===== config.mk =====
export PLATFORM = sky130hd
export DESIGN_NAME = rv_fetch_ctrl
export DESIGN_NICKNAME = d
export VERILOG_FILES = /design/src/rtl/rv_fetch_pkg.sv /design/src/rtl/rv_fetch_fifo.sv /design/src/rtl/rv_fetch_ctrl.sv
export SDC_FILE = /design/constraint.sdc
export NUM_CORES = 1
export LEC_CHECK = 0
export CAP_MARGIN = 20
export CORE_ASPECT_RATIO = 1.2
export CORE_MARGIN = 3
export CORE_UTILIZATION = 40
export CTS_CLUSTER_DIAMETER = 30
export DETAILED_ROUTE_END_ITERATION = 10
export GPL_TIMING_DRIVEN = 0
export PLACE_DENSITY_LB_ADDON = 0.3
export SLEW_MARGIN = 0
export SYNTH_ARGS = -nofsm -noshare
export SYNTH_HDL_FRONTEND = slang
export SYNTH_SLANG_ARGS = --single-unit

===== constraint.sdc =====
create_clock -name clk_i -period 5.3 [get_ports clk_i]
set_input_delay 1.06 -clock clk_i [delete_from_list [all_inputs] [get_ports clk_i]]
set_output_delay 1.06 -clock clk_i [all_outputs]
set_load 0.01 [all_outputs]

===== src/rtl/rv_fetch_pkg.sv =====
// rv_fetch_pkg: shared types and sizing helpers for the instruction-fetch sequencer.
// The optional RV_FETCH_PERF_EN feature lives in rv_fetch_ctrl; nothing here depends on it.
package rv_fetch_pkg;

  // Fetch sequencer states
  typedef enum logic [1:0] {
    BOOT = 2'd0,  // load the reset PC
    IDLE = 2'd1,  // no request outstanding
    WAIT = 2'd2,  // request outstanding, data will be kept
    DROP = 2'd3   // request outstanding, data is stale and will be discarded
  } fetch_state_e;

  // Default-width fetch buffer entry (64-bit PC, 64-bit word)
  typedef struct packed {
    logic [63:0] pc;
    logic [63:0] word;
  } fetch_entry_t;

  // Bytes covered by one memory word, i.e. the PC increment per fetch
  function automatic int unsigned fetch_step(input int unsigned data_w);
    return data_w / 8;
  endfunction

  // Number of PC bits below word alignment
  function automatic int unsigned fetch_off_w(input int unsigned data_w);
    return $clog2(data_w / 8);
  endfunction

endpackage


===== src/rtl/rv_fetch_fifo.sv =====
// rv_fetch_fifo: small synchronous FIFO of fetch entries with flush.
// Head is read combinationally so decode sees the word in the cycle it becomes valid.
module rv_fetch_fifo
  import rv_fetch_pkg::*;
#(
  parameter type         entry_t = fetch_entry_t,
  parameter int unsigned DEPTH   = 4,
  localparam int unsigned PTR_W  = $clog2(DEPTH),
  localparam int unsigned CNT_W  = PTR_W + 1
) (
  input  logic             clk_i,
  input  logic             arst_ni,
  input  logic             flush_i,
  input  logic             push_i,
  input  entry_t           entry_i,
  input  logic             pop_i,
  output entry_t           head_o,
  output logic [CNT_W-1:0] count_o,
  output logic             full_o,
  output logic             empty_o
);

  entry_t           mem [DEPTH];
  logic [PTR_W-1:0] wr_ptr_reg, wr_ptr_next;
  logic [PTR_W-1:0] rd_ptr_reg, rd_ptr_next;
  logic [CNT_W-1:0] count_reg, count_next;
  logic             push_fire;
  logic             pop_fire;

  assign full_o  = (count_reg == CNT_W'(DEPTH));
  assign empty_o = (count_reg == '0);
  assign count_o = count_reg;
  assign head_o  = mem[rd_ptr_reg];

  // A flush discards everything, including whatever is pushed or popped that cycle;
  // a pop frees a slot for a push in the same cycle even when full.
  assign pop_fire  = pop_i && !empty_o && !flush_i;
  assign push_fire = push_i && !flush_i && (!full_o || pop_fire);

  // Pointer and occupancy next-state
  always_comb begin
    wr_ptr_next = wr_ptr_reg;
    rd_ptr_next = rd_ptr_reg;
    count_next  = count_reg;
    if (flush_i) begin
      wr_ptr_next = '0;
      rd_ptr_next = '0;
      count_next  = '0;
    end else begin
      if (push_fire) wr_ptr_next = wr_ptr_reg + PTR_W'(1);
      if (pop_fire)  rd_ptr_next = rd_ptr_reg + PTR_W'(1);
      if (push_fire && !pop_fire)      count_next = count_reg + CNT_W'(1);
      else if (pop_fire && !push_fire) count_next = count_reg - CNT_W'(1);
    end
  end

  // Pointer and occupancy registers
  always_ff @(posedge clk_i or negedge arst_ni) begin
    if (!arst_ni) begin
      wr_ptr_reg <= '0;
      rd_ptr_reg <= '0;
      count_reg  <= '0;
    end else begin
      wr_ptr_reg <= wr_ptr_next;
      rd_ptr_reg <= rd_ptr_next;
      count_reg  <= count_next;
    end
  end

  // Entry storage; contents are don't-care until written, so no reset
  always_ff @(posedge clk_i) begin
    if (push_fire) mem[wr_ptr_reg] <= entry_i;
  end

endmodule


===== src/rtl/rv_fetch_ctrl.sv =====
// rv_fetch_ctrl: instruction-fetch sequencer between the imem port and decode.
// Owns the fetch PC, runs a one-outstanding imem req/ack handshake and buffers
// returned words with their PC in rv_fetch_fifo.
// Optional macro RV_FETCH_PERF_EN adds saturating stall and flush counters.
module rv_fetch_ctrl
  import rv_fetch_pkg::*;
#(
  parameter int unsigned MEM_ADDR_WIDTH = 64,
  parameter int unsigned MEM_DATA_WIDTH = 64,
  parameter int unsigned FIFO_DEPTH     = 4
) (
  input  logic                      clk_i,
  input  logic                      arst_ni,
  input  logic [MEM_ADDR_WIDTH-1:0] boot_addr_i,
  input  logic                      redirect_i,
  input  logic [MEM_ADDR_WIDTH-1:0] redirect_addr_i,
  output logic                      imem_req_o,
  output logic [MEM_ADDR_WIDTH-1:0] imem_addr_o,
  input  logic [MEM_DATA_WIDTH-1:0] imem_data_i,
  input  logic                      imem_ack_i,
  output logic                      instr_valid_o,
  output logic [MEM_DATA_WIDTH-1:0] instr_o,
  output logic [MEM_ADDR_WIDTH-1:0] instr_pc_o,
`ifdef RV_FETCH_PERF_EN
  output logic [31:0]               fetch_stall_cnt_o,
  output logic [31:0]               fetch_flush_cnt_o,
`endif
  input  logic                      instr_ready_i
);

  localparam int unsigned STEP  = fetch_step(MEM_DATA_WIDTH);
  localparam int unsigned OFF_W = fetch_off_w(MEM_DATA_WIDTH);
  localparam int unsigned CNT_W = $clog2(FIFO_DEPTH) + 1;
  localparam logic [MEM_ADDR_WIDTH-1:0] STEP_A = MEM_ADDR_WIDTH'(STEP);

  typedef struct packed {
    logic [MEM_ADDR_WIDTH-1:0] pc;
    logic [MEM_DATA_WIDTH-1:0] word;
  } entry_t;

  // Clear the byte-offset bits so the PC always names a whole memory word
  function automatic logic [MEM_ADDR_WIDTH-1:0] align_pc(input logic [MEM_ADDR_WIDTH-1:0] a);
    logic [MEM_ADDR_WIDTH-1:0] r;
    r            = a;
    r[OFF_W-1:0] = '0;
    return r;
  endfunction

  fetch_state_e              state_reg, state_next;
  logic [MEM_ADDR_WIDTH-1:0] pc_reg, pc_next;
  logic [MEM_ADDR_WIDTH-1:0] addr_reg, addr_next;
  logic                      push_req;
  entry_t                    push_entry;
  entry_t                    fifo_head;
  entry_t                    hold_reg;
  logic [CNT_W-1:0]          fifo_count;
  logic                      fifo_full;
  logic                      fifo_empty;
  logic                      fifo_push;
  logic                      fifo_pop;

  // Next-state, PC and request address; redirect overrides every state
  always_comb begin
    state_next = state_reg;
    pc_next    = pc_reg;
    addr_next  = addr_reg;
    push_req   = 1'b0;
    case (state_reg)
      BOOT: begin
        pc_next    = align_pc(boot_addr_i);
        state_next = IDLE;
      end
      IDLE: begin
        // Nothing is outstanding here, so free space is just depth minus count
        if (fifo_count < CNT_W'(FIFO_DEPTH)) begin
          addr_next  = pc_reg;
          state_next = WAIT;
        end
      end
      WAIT: begin
        if (imem_ack_i) begin
          push_req   = 1'b1;
          pc_next    = pc_reg + STEP_A;
          state_next = IDLE;
        end
      end
      DROP: begin
        if (imem_ack_i) state_next = IDLE;
      end
      default: state_next = BOOT;
    endcase

    if (redirect_i) begin
      push_req = 1'b0;
      pc_next  = align_pc(redirect_addr_i);
      if (state_reg == WAIT || state_reg == DROP) begin
        // The in-flight request must still complete on the bus, but its data is stale
        state_next = imem_ack_i ? IDLE : DROP;
      end else begin
        // Do not launch a request from the old PC in the redirect cycle
        state_next = IDLE;
        addr_next  = addr_reg;
      end
    end
  end

  // FSM, PC and latched request address
  always_ff @(posedge clk_i or negedge arst_ni) begin
    if (!arst_ni) begin
      state_reg <= BOOT;
      pc_reg    <= '0;
      addr_reg  <= '0;
    end else begin
      state_reg <= state_next;
      pc_reg    <= pc_next;
      addr_reg  <= addr_next;
    end
  end

  // Request is high for the whole outstanding window including the ack cycle;
  // the address is latched at issue so it stays stable even after a redirect.
  assign imem_req_o  = (state_reg == WAIT) || (state_reg == DROP);
  assign imem_addr_o = addr_reg;

  assign push_entry.pc   = pc_reg;
  assign push_entry.word = imem_data_i;
  // The space check guarantees room; the full guard only keeps the buffer safe
  assign fifo_push = push_req && !fifo_full;
  assign fifo_pop  = instr_ready_i && !redirect_i;

  rv_fetch_fifo #(
    .entry_t (entry_t),
    .DEPTH   (FIFO_DEPTH)
  ) u_fifo (
    .clk_i   (clk_i),
    .arst_ni (arst_ni),
    .flush_i (redirect_i),
    .push_i  (fifo_push),
    .entry_i (push_entry),
    .pop_i   (fifo_pop),
    .head_o  (fifo_head),
    .count_o (fifo_count),
    .full_o  (fifo_full),
    .empty_o (fifo_empty)
  );

  // Remember the last head shown so the word/PC outputs hold while empty
  always_ff @(posedge clk_i or negedge arst_ni) begin
    if (!arst_ni) hold_reg <= '0;
    else if (!fifo_empty) hold_reg <= fifo_head;
  end

  assign instr_valid_o = !fifo_empty;
  assign instr_o       = fifo_empty ? hold_reg.word : fifo_head.word;
  assign instr_pc_o    = fifo_empty ? hold_reg.pc   : fifo_head.pc;

`ifdef RV_FETCH_PERF_EN
  logic [31:0] stall_cnt_reg;
  logic [31:0] flush_cnt_reg;

  // Saturating counters: decode starved, and redirect cycles
  always_ff @(posedge clk_i or negedge arst_ni) begin
    if (!arst_ni) begin
      stall_cnt_reg <= '0;
      flush_cnt_reg <= '0;
    end else begin
      if (instr_ready_i && fifo_empty && stall_cnt_reg != '1)
        stall_cnt_reg <= stall_cnt_reg + 32'd1;
      if (redirect_i && flush_cnt_reg != '1)
        flush_cnt_reg <= flush_cnt_reg + 32'd1;
    end
  end

  assign fetch_stall_cnt_o = stall_cnt_reg;
  assign fetch_flush_cnt_o = flush_cnt_reg;
`endif

`ifdef SIMULATION
  // An ack with nothing outstanding is a bus protocol violation; the FSM ignores it
  always_ff @(posedge clk_i) begin
    if (arst_ni && imem_ack_i)
      assert (state_reg == WAIT || state_reg == DROP)
        else $error("imem_ack_i with no request outstanding");
  end
`endif

endmodule


**Run 1: the metal 2 layer**

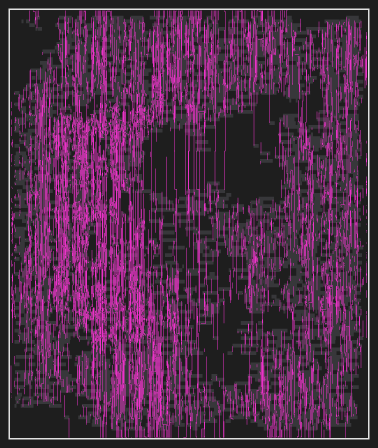
longest straight run = 130 um
share of all routed wire = 49%
nets with wire on the layer = 2346

**Run 1: sequential cells colored by netlist name**

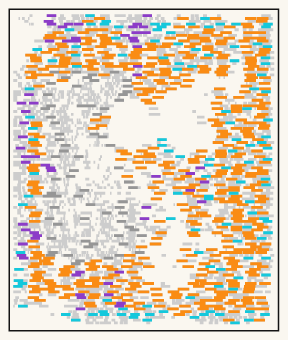
imem_addr_o -> purple  # sequential cells 61
u_fifo.mem -> orange  # sequential cells 500, where all over the die
hold_reg -> cyan  # sequential cells 125, where all over the die
not colored = 70

==> out/qor.csv, run 1 <==
stage,metric,value,unit
worst_setup_path,worst_ep_required_time,4.24,ns
worst_setup_path,crit_end,instr_pc_o[30],
grt,grt-busiest-layer,met2,
timing,setup_slack,0.2374,ns
synthesis,top_cell_area_share,49.15,%
finish,fill_cells,5983,
finish,logic_area,8630,sq um
pwr,p_switching,7557,uW
synthesis,ys.flop_type,edfxtp_1,
synthesis,ys_sh_adder,0.2703,%
synthesis,simple_gate_share,6.414,%
timing,hold_ws,0.4010,ns
status,outcome,"complete, no violations",
worst_setup_path,slowest_delay,0.78,ns
cts,cts_setup_buffers,0,
grt,grt_max_degree,90,
finish,clkCellAreaFrac,12.67,%
min_path,hold_path_class,in2async,
detailed_routing,initialDrtViolationCount,1882,
worst_setup_path,worst-path-buf-inv,3,
timing,final_max_slew_viol_count,0,
detailed_routing,drt_drc_violations_left,0,
synthesis,netlist_area,30550,sq um
detailed_routing,top_layer,met4,
grt,grt_pass1_wl,137300,um
finish,sh_seq_area,51.98,%
finish,nonClkBufAreaFrac,11.17,%
cts,clock.latency.late_pin,0.72,ns
detailed_routing,dr_wl_met2,45700,um
cts,cts_root_buf,clkbuf_16,
grt,grt_pass1_vias,20593,
synthesis,avgSynthCellArea,16.84,sq um
synthesis,async_flop_share,33.86,%
finish,comb_cells,932,
detailed_routing,vias,19549,
grt,grt_use_met1,29.46,%
worst_setup_path,crit_cells,5,
**Run 1: placement view**

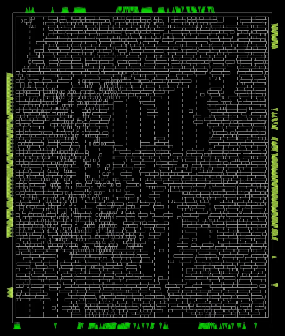
Layout Cells excl Fill: 3487
core area: 75280 sq um

**Run 1: signal wires on met1**

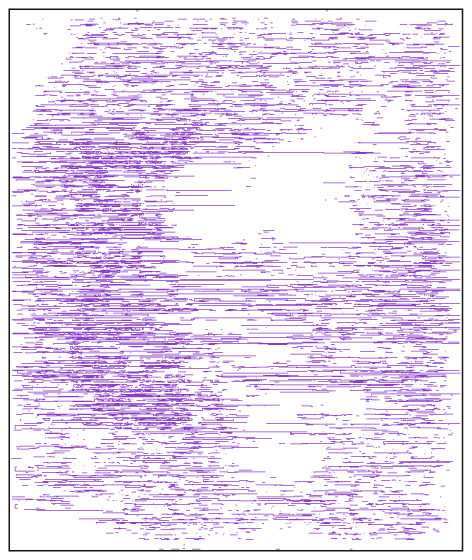

## Run 2: what changed since run 1
--- a/config.mk
+++ b/config.mk
@@ -8,7 +8,8 @@
 export CAP_MARGIN = 20
 export CORE_ASPECT_RATIO = 1.2
 export CORE_MARGIN = 3
-export CORE_UTILIZATION = 40
+export CORE_UTILIZATION = 62
+export CTS_BUF_LIST = sky130_fd_sc_hd__clkbuf_4
 export CTS_CLUSTER_DIAMETER = 30
 export DETAILED_ROUTE_END_ITERATION = 10
 export GPL_TIMING_DRIVEN = 0
==> constraint.sdc (replaced) <==
create_clock -name clk_i -period 6.33 [get_ports clk_i]
set_input_delay 1.266 -clock clk_i [delete_from_list [all_inputs] [get_ports clk_i]]
set_output_delay 1.266 -clock clk_i [all_outputs]
set_load 0.01 [all_outputs]
**Run 2: signal wires on met1**

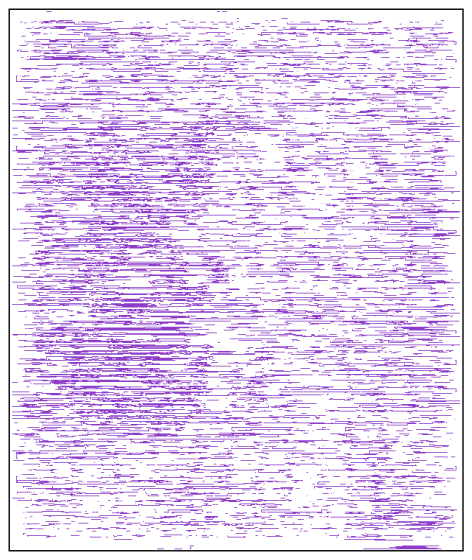
main direction = horizontal
nets with wire on the layer = 2416
wire length on this layer = 31.5 mm
longest straight run = 68.1 um
share of all routed wire = 36%

==> run 2 against run 1 <==
  * Cell area fell by 8.0%
  * Clock-buffer cell count increased by 100
  * Hold slack lost 0.17 ns
  * Sequential share of layout area increased by 4.5 points
  * Highest routed layer is now met5
  * Flip-flop count is the same
  * Largest cell class unchanged
  * Critical endpoint is now instr_pc_o[39]
  * Routed wire length decreased by 7.5%
==> out/qor.csv, run 2 <==
stage,metric,value,unit
finish,fin_cells,3176,
pwr,p_switching,5590,uW
finish,area_dominant_class,sequential cells,
grt,grt_pass1_wl,129500,um
placed_design,io_buffers,376,
synthesis,synthXorXnorAreaFrac,0.3727,%
worst_setup_path,worst_ep_required_time,5.06,ns
detailed_routing,top_layer,met5,
worst_setup_path,crit_cells,5,
finish,comb_share,22.75,%
finish,nonClkBufAreaFrac,12.12,%
status,outcome,"complete, no violations",
worst_setup_path,crit_start,u_fifo.rd_ptr_reg[0],
synthesis,synth_top_cell_by_count,edfxtp_1,
worst_setup_path,worst-path-buf-inv,3,
synthesis,ys_top_logic_family,multiplexers,
worst_setup_path,r2r_cells,7,
finish,comb_cells,932,
worst_setup_path,slowest_delay,0.83,ns
worst_setup_path,r2r_slack,2.66,ns
cts,holdBufCountCts,0,
cts,clk_pin_slew_worst_paths,0.08,ns
timing,final_max_slew_viol_count,0,
detailed_routing,vias,19922,
grt,grt_use_met1,43.30,%
finish,seq_cell_count,756,
finish,fill_cells,2717,
grt,grt-busiest-layer,met2,
synthesis,async_flop_share,33.86,%
pwr,power_sequential,6940,uW
finish,inverters,20,
timing,setup_slack,0.3885,ns
timing,hold_ws,0.2265,ns
cts,cts_root_buf,clkbuf_4,
synthesis,ys.flop_type,edfxtp_1,
detailed_routing,drt_drc_violations_left,0,
synthesis,avgSynthCellArea,16.84,sq um
cts,cts_setup_buffers,0,
timing,fmax,0.1683,GHz
synthesis,top_cell_area_share,49.15,%
grt,grt_pass1_vias,20793,
finish,clkCellAreaFrac,6.339,%
synthesis,netlist_area,30550,sq um
detailed_routing,dr_wl_met2,42440,um
grt,grt_max_degree,75,
floorplan,fp.dieW,208.6,um
min_path,hold_path_class,in2async,
cts,clock.latency.late_pin,0.97,ns
synthesis,ys_sh_adder,0.2703,%
cts,cts_tree,done,
pwr,power_frac_clock,23.7,%
floorplan,core-area,48450,sq um
cts,numCtsBuffers,180,
finish,logic_area,8625,sq um
finish,sh_seq_area,56.50,%
detailed_routing,initialDrtViolationCount,1871,
synthesis,simple_gate_share,6.414,%
worst_setup_path,crit_end,instr_pc_o[39],
**Run 2: the metal 2 layer**

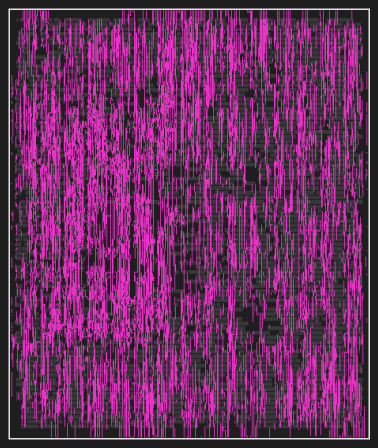

## Run 3: what changed since run 2
--- a/config.mk
+++ b/config.mk
@@ -14,7 +14,7 @@
 export DETAILED_ROUTE_END_ITERATION = 10
 export GPL_TIMING_DRIVEN = 0
 export PLACE_DENSITY_LB_ADDON = 0.3
-export SLEW_MARGIN = 0
+export SLEW_MARGIN = 20
 export SYNTH_ARGS = -nofsm -noshare
 export SYNTH_HDL_FRONTEND = slang
 export SYNTH_SLANG_ARGS = --single-unit
==> constraint.sdc (replaced) <==
create_clock -name clk_i -period 7.22 [get_ports clk_i]
set_input_delay 1.444 -clock clk_i [delete_from_list [all_inputs] [get_ports clk_i]]
set_output_delay 1.444 -clock clk_i [all_outputs]
set_load 0.01 [all_outputs]
**Run 3: the metal 2 layer**

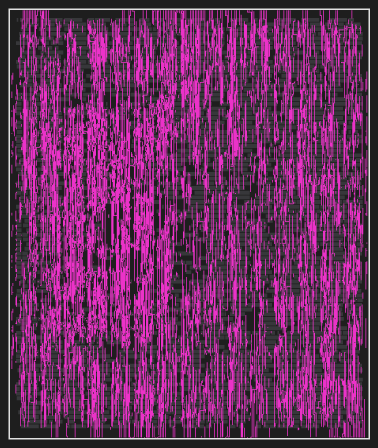
main direction = vertical
share of all routed wire = 49%
wire length on this layer = 43.0 mm

==> run 3 against run 2 <==
  * Clock power down 7.9%
  * Via count rose by 0.83%
  * Largest power group unchanged
  * Critical path type unchanged
  * Hold slack better by 0.16 ns
  * Sequential share of layout area is 0.30 points lower
==> out/qor.csv, run 3 <==
stage,metric,value,unit
status,outcome,"complete, no violations",
worst_setup_path,r2r_slack,3.62,ns
pwr,swShare,32.41,%
finish,comb_share,22.65,%
worst_setup_path,worst-path-buf-inv,4,
synthesis,ys.flops,756,
cts,cts_tree,done,
grt,grt_pass1_wl,130400,um
worst_setup_path,cp_cell_sequence,clkbuf_1 > buf_1 > buf_1 > mux4_2 > mux2_2 > clkdlybuf4s50_1,
cts,numCtsBuffers,187,
finish,nonClkBufAreaFrac,12.08,%
placed_design,dp_hpwl,58460,um
pwr,p_int,10290,uW
timing,finalCriticalPeriod,6.273,ns
grt,grt_pass1_vias,20978,
pwr,irDropWorstVdd,270.7,uV
finish,area_dominant_class,sequential cells,
synthesis,top_cells_by_area,"edfxtp_1 49%, dfrtp_1 21%, mux4_2 9.2%",
cts,cts_setup_buffers,0,
grt,grtUsageMet2,54.11,%
pwr,leakage,0.01347,uW
grt,grt_max_degree,75,
detailed_routing,dr_wl_met2,43020,um
worst_setup_path,crit_cells,6,
synthesis,top_area_cell,edfxtp_1,
worst_setup_path,worst_ep_required_time,5.78,ns
timing,fmax,0.1594,GHz
synthesis,avgSynthCellArea,16.84,sq um
floorplan,fp.dieW,208.6,um
detailed_routing,vias,20087,
synthesis,netlist_area,30550,sq um
synthesis,synth_top_cell_by_count,edfxtp_1,
synthesis,synthXorXnorAreaFrac,0.3727,%
pwr,power.density,399.4,nW/um^2
pwr,p_switching,4934,uW
detailed_routing,drt_drc_violations_left,0,
worst_setup_path,crit_start,u_fifo.rd_ptr_reg[0],
finish,fill_cells,2733,
finish,sh_seq_area,56.19,%
detailed_routing,top_layer,met4,
min_path,hold_path_class,in2async,
synthesis,async_flop_share,33.86,%
detailed_routing,initialDrtViolationCount,2001,
finish,comb_cells,932,
synthesis,ys.flop_type,edfxtp_1,
grt,grt.met3_usage,9.208,%
worst_setup_path,r2r_cells,7,
floorplan,core-area,48450,sq um
synthesis,simple_gate_share,6.414,%
pwr,finalPower,15220,uW
worst_setup_path,r2r-end,u_fifo.mem[2][90],
pwr,power_sequential,6070,uW
finish,seq_cell_count,756,
cts,holdBufCountCts,0,
grt,grt_usage,33.77,%
synthesis,ys_sh_adder,0.2703,%
placed_design,io_buffers,376,
finish,clkCellAreaFrac,6.791,%
timing,final_max_slew_viol_count,0,
worst_setup_path,r2r-start,state_reg[0],
cts,clk_pin_slew_worst_paths,0.07,ns
worst_setup_path,crit_end,instr_pc_o[35],
grt,grt_use_met1,44.59,%
finish,fin_cells,3196,
pwr,power_frac_clock,24.7,%
synthesis,yosys_cells,1814,
synthesis,edf_count,500,
synthesis,ys_top_logic_family,multiplexers,
synthesis,top_cell_area_share,49.15,%
timing,setup_slack,0.9467,ns
synthesis,ys_top_cells_by_count,"500 x edfxtp_1, 256 x dfrtp_1, 188 x mux2_2",
finish,logic_area,8635,sq um
timing,hold_ws,0.3853,ns
cts,clock.latency.late_pin,1.02,ns
worst_setup_path,slowest_delay,0.79,ns
grt,grt-busiest-layer,met2,
cts,cts_root_buf,clkbuf_4,
finish,inverters,20,
finish,buffers,503,
Power and IR drop assume default switching activity.
